==> config.mk <==
export PLATFORM = sky130hd
export DESIGN_NAME = dsp_tdm_mac
export DESIGN_NICKNAME = d
export VERILOG_FILES = /design/src/rtl/dsp_tdm_mac.sv
export SDC_FILE = /design/constraint.sdc
export NUM_CORES = 2
export LEC_CHECK = 0
export ABC_AREA = 1
export CELL_PAD_IN_SITES_DETAIL_PLACEMENT = 0
export CELL_PAD_IN_SITES_GLOBAL_PLACEMENT = 2
export CORE_MARGIN = 10
export CORE_UTILIZATION = 35
export CTS_CLUSTER_DIAMETER = 60
export DETAILED_ROUTE_END_ITERATION = 16
export PLACE_DENSITY = 0.82
export SYNTH_ARGS = -nofsm -noshare
export SYNTH_HDL_FRONTEND = slang
export SYNTH_SLANG_ARGS = --single-unit
==> constraint.sdc <==
create_clock -name clk -period 8.1 [get_ports clk]
set_clock_uncertainty 0.05 [all_clocks]
set_input_delay 2.43 -clock clk [delete_from_list [all_inputs] [get_ports clk]]
set_output_delay 2.43 -clock clk [all_outputs]
set_load 0.02 [all_outputs]
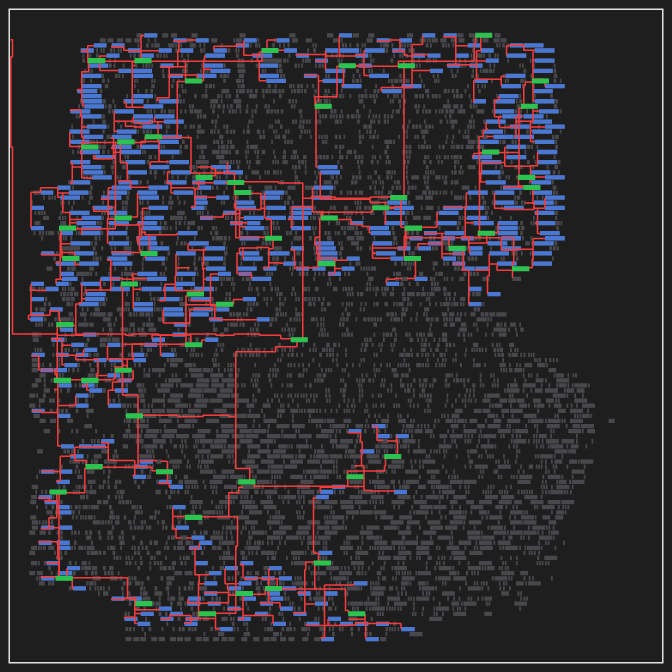
*Clock wires, drivers and flops*
legend:
  clock-net drivers:
    colour: green
    count: 57
  flip-flops:
    colour: blue
    count: 457
  clock wires:
    colour: red
    length: 6750 µm
flops lie: widely spread
Clock Power Share: 0.263
worst skew pair latency: 0.65 ns

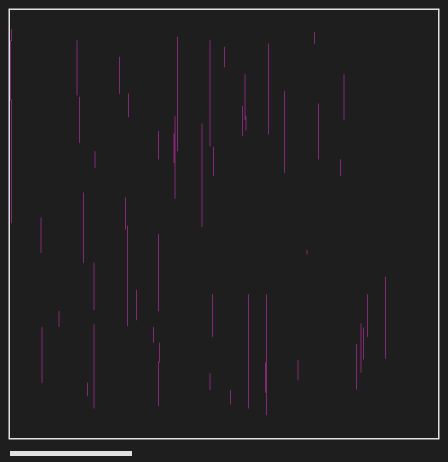
*Signal wires on met4*
Scale bar: 100 µm.
wire length on this layer: 2060 µm
longest straight run: 100 µm
main direction: vertical
nets with wire on the layer: 28
total number of vias: 31560
WL final: 116.8 mm

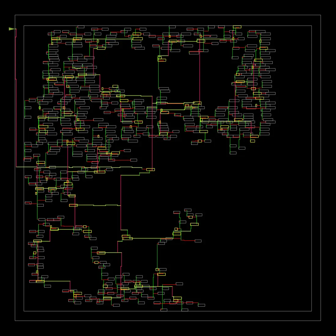
*Clock routing*
clk_buf instances: 73
Seq Cell Count: 457
Clock net power: 2.52 mW
clock sinks: 457

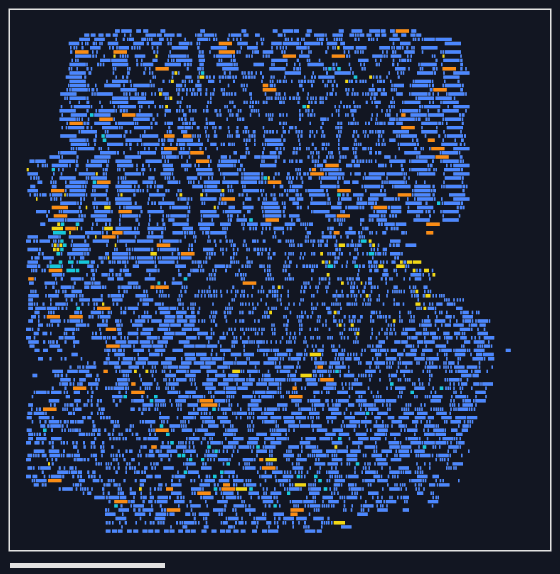
*Drive-strength map*
Scale bar: 100 µm.
legend:
  x3 and x4:
    colour: cyan
    cells: 70
    share: 1.4%
  x1 and smaller:
    colour: blue
    cells: 4833
    share: 95%
  x2:
    colour: yellow
    cells: 80
    share: 1.6%
  x6 and larger:
    colour: orange
    cells: 82
    share: 1.6%
number of signal-net buffers in the layout: 181
post-route cell area: 42430 µm²

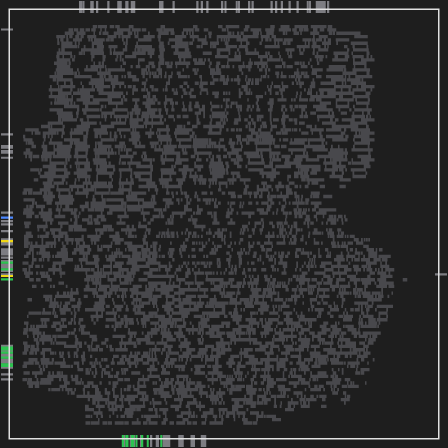
*Pin map*
Pins as bars across the die edge, other pins in grey.
legend:
  b:
    colour: green
    pins: 18
    direction: input
    edge: 9 west, 9 south
  ovf:
    colour: blue
    pins: 1
    direction: output
    edge: west
  in_ch:
    colour: yellow
    pins: 2
    direction: input
    edge: west
all pins by edge: 47 west, 43 north, 31 south, 1 east
die x size: 349.5 µm
Die Span Y: 349.5 µm
PortBufs: 121

==> flow_summary.ini <==
; physical design summary
[yosys]
synthAdderAreaFrac = 0.2408
post-synth-top-area-cell = fa_1
postSynth.asyncResetShare = 0
yosysWarnings = 0
ff_type = dfxtp_1
ys_ff = 457

[placed_design]
place.gp.congestion = 0.8864
dp.final_hpwl_mm = 87.23

[timing]
rsz0062_at_grt = false
setup_viol = 0

[die]
num_rows = 120
pin_count = 122

[route]
dr.pass1.iters = 6
vias_per_cell = 4.880
drtIter0Drc = 2230

[flow_run]
maxCapViolCount = 0

[clocking]
clk_pin_slew_ns = 0.06
cts_tree = built

[outcome]
status = finished, final reports clean

[final_layout]
nets = 5609
largest_reg_flops = 192
antennaDiodeCount = 0

[global_routing]
grt_max_degree = 115
overflow = 0

[power_and_ir_drop]
ir_drop_uv = 175.2
powerDensity_nw_per_um2 = 225.1
==> layer usage <==
layer  vias to the layer above  wire length (µm)  track usage
li1                      15560                 -            -
met1                     15230             57140       0.2745
met2                       665             52010       0.3031
met3                       106              5563      0.02566
met4                         0              2063      0.03789
met5                         -                 0            0
==> cell type report <==
| type | instances | area [µm²] | area share |
|---|---|---|---|
| Clock buffer | 73 | 1536 | 0.03621 |
| Inverter | 966 | 3633 | 0.08563 |
| Timing Repair Buffer | 181 | 1695 | 0.03995 |
| Multi-Input combinational cell | 3353 | 22040 | 0.5195 |
| Sequential cell | 457 | 11440 | 0.2697 |
| Tap cell | 1403 | 1755 | 0.04137 |
| Clock inverter | 35 | 326.6 | 0.007696 |
==> worst max-delay path, cell delays in order (launching register included) <==
cell,delay (ns)
dfxtp_1,0.67
nand2_1,0.25
fa_1,0.60
inv_1,0.14
fa_1,0.90
fa_1,0.54
fa_1,0.56
fa_1,0.44
fa_1,0.45
ha_1,0.46
nand2_1,0.17
nor2_1,0.16
inv_1,0.10
nor2_1,0.33
and2_1,0.18
nand2_1,0.18
nand3_1,0.15
nand2_1,0.14
nor2_1,0.27
nand3_1,0.16
nor2_1,0.14
nand4_1,0.24
nand3_1,0.14
nand2_1,0.05
nor2_1,0.12
nor2_1,0.05
==> synthesized netlist by cell type (all sizes together) (8+ instances only) <==
| master | instances |
|---|---|
| inv | 965 |
| nand2 | 959 |
| nor2 | 781 |
| o21ai | 407 |
| fa | 347 |
| a21oi | 230 |
| dfxtp | 229 |
| edfxtp | 228 |
| ha | 176 |
| clkbuf | 175 |
| nand3 | 127 |
| xor2 | 61 |
| o22ai | 53 |
| buf | 47 |
| nand4 | 36 |
| xnor2 | 27 |
| nor3 | 26 |
| or2 | 17 |
| a31oi | 16 |
| a21o | 15 |
| o211ai | 15 |
| and2 | 10 |
| nand3b | 10 |
| nor4 | 8 |
==> where the power goes <==
| group | switching (mW) | leakage [nW] | total [mW] | internal (mW) |
|---|---|---|---|---|
| sequential | 0.170 | 4.25 | 2.76 | 2.59 |
| clock | 1.09 | 0.908 | 2.52 | 1.43 |
| combinational | 2.97 | 16.0 | 4.28 | 1.31 |
| total | 4.22 | 21.2 | 9.55 | 5.33 |
==> layout by cell type (no fill, tap or decap), types with 51 or more instances in the layout <==
master           synthesis  final
clkbuf_16                0     57
clkdlybuf4s50_1          0    119
o21ai_0                378    378
nand2_1                947    942
buf_4                    4     57
ha_1                   176    175
nor2_1                 768    768
inv_1                  956    952
a21oi_1                229    229
dfxtp_1                229    221
xor2_1                  61     61
edfxtp_1               228    228
nand3_1                123    122
fa_1                   347    347
o22ai_1                 51     51
==> through the flow <==
step / std cells / util / hold slack (ns) / setup WS (ns)
after floorplan: 4998 / - / 0.3873 / 0.7179
after global placement: 6360 / 0.3778 / 0.4074 / 0.2004
after detailed placement: 6360 / 0.3778 / 0.4157 / 0.2395
after CTS: 6468 / 0.3952 / 0.4267 / 0.2762
after global routing: 6468 / 0.3953 / 0.4474 / 0.004341
final: 6468 / 0.3953 / 0.4172 / 0.3338
==> repair_timing <==
item,in CTS,in global routing
hold buffers,0,0
hold endpoints to repair,0,0
resized,0,7
setup buffers,0,0
setup endpoints to repair,0,13
Power and IR drop assume default switching activity.
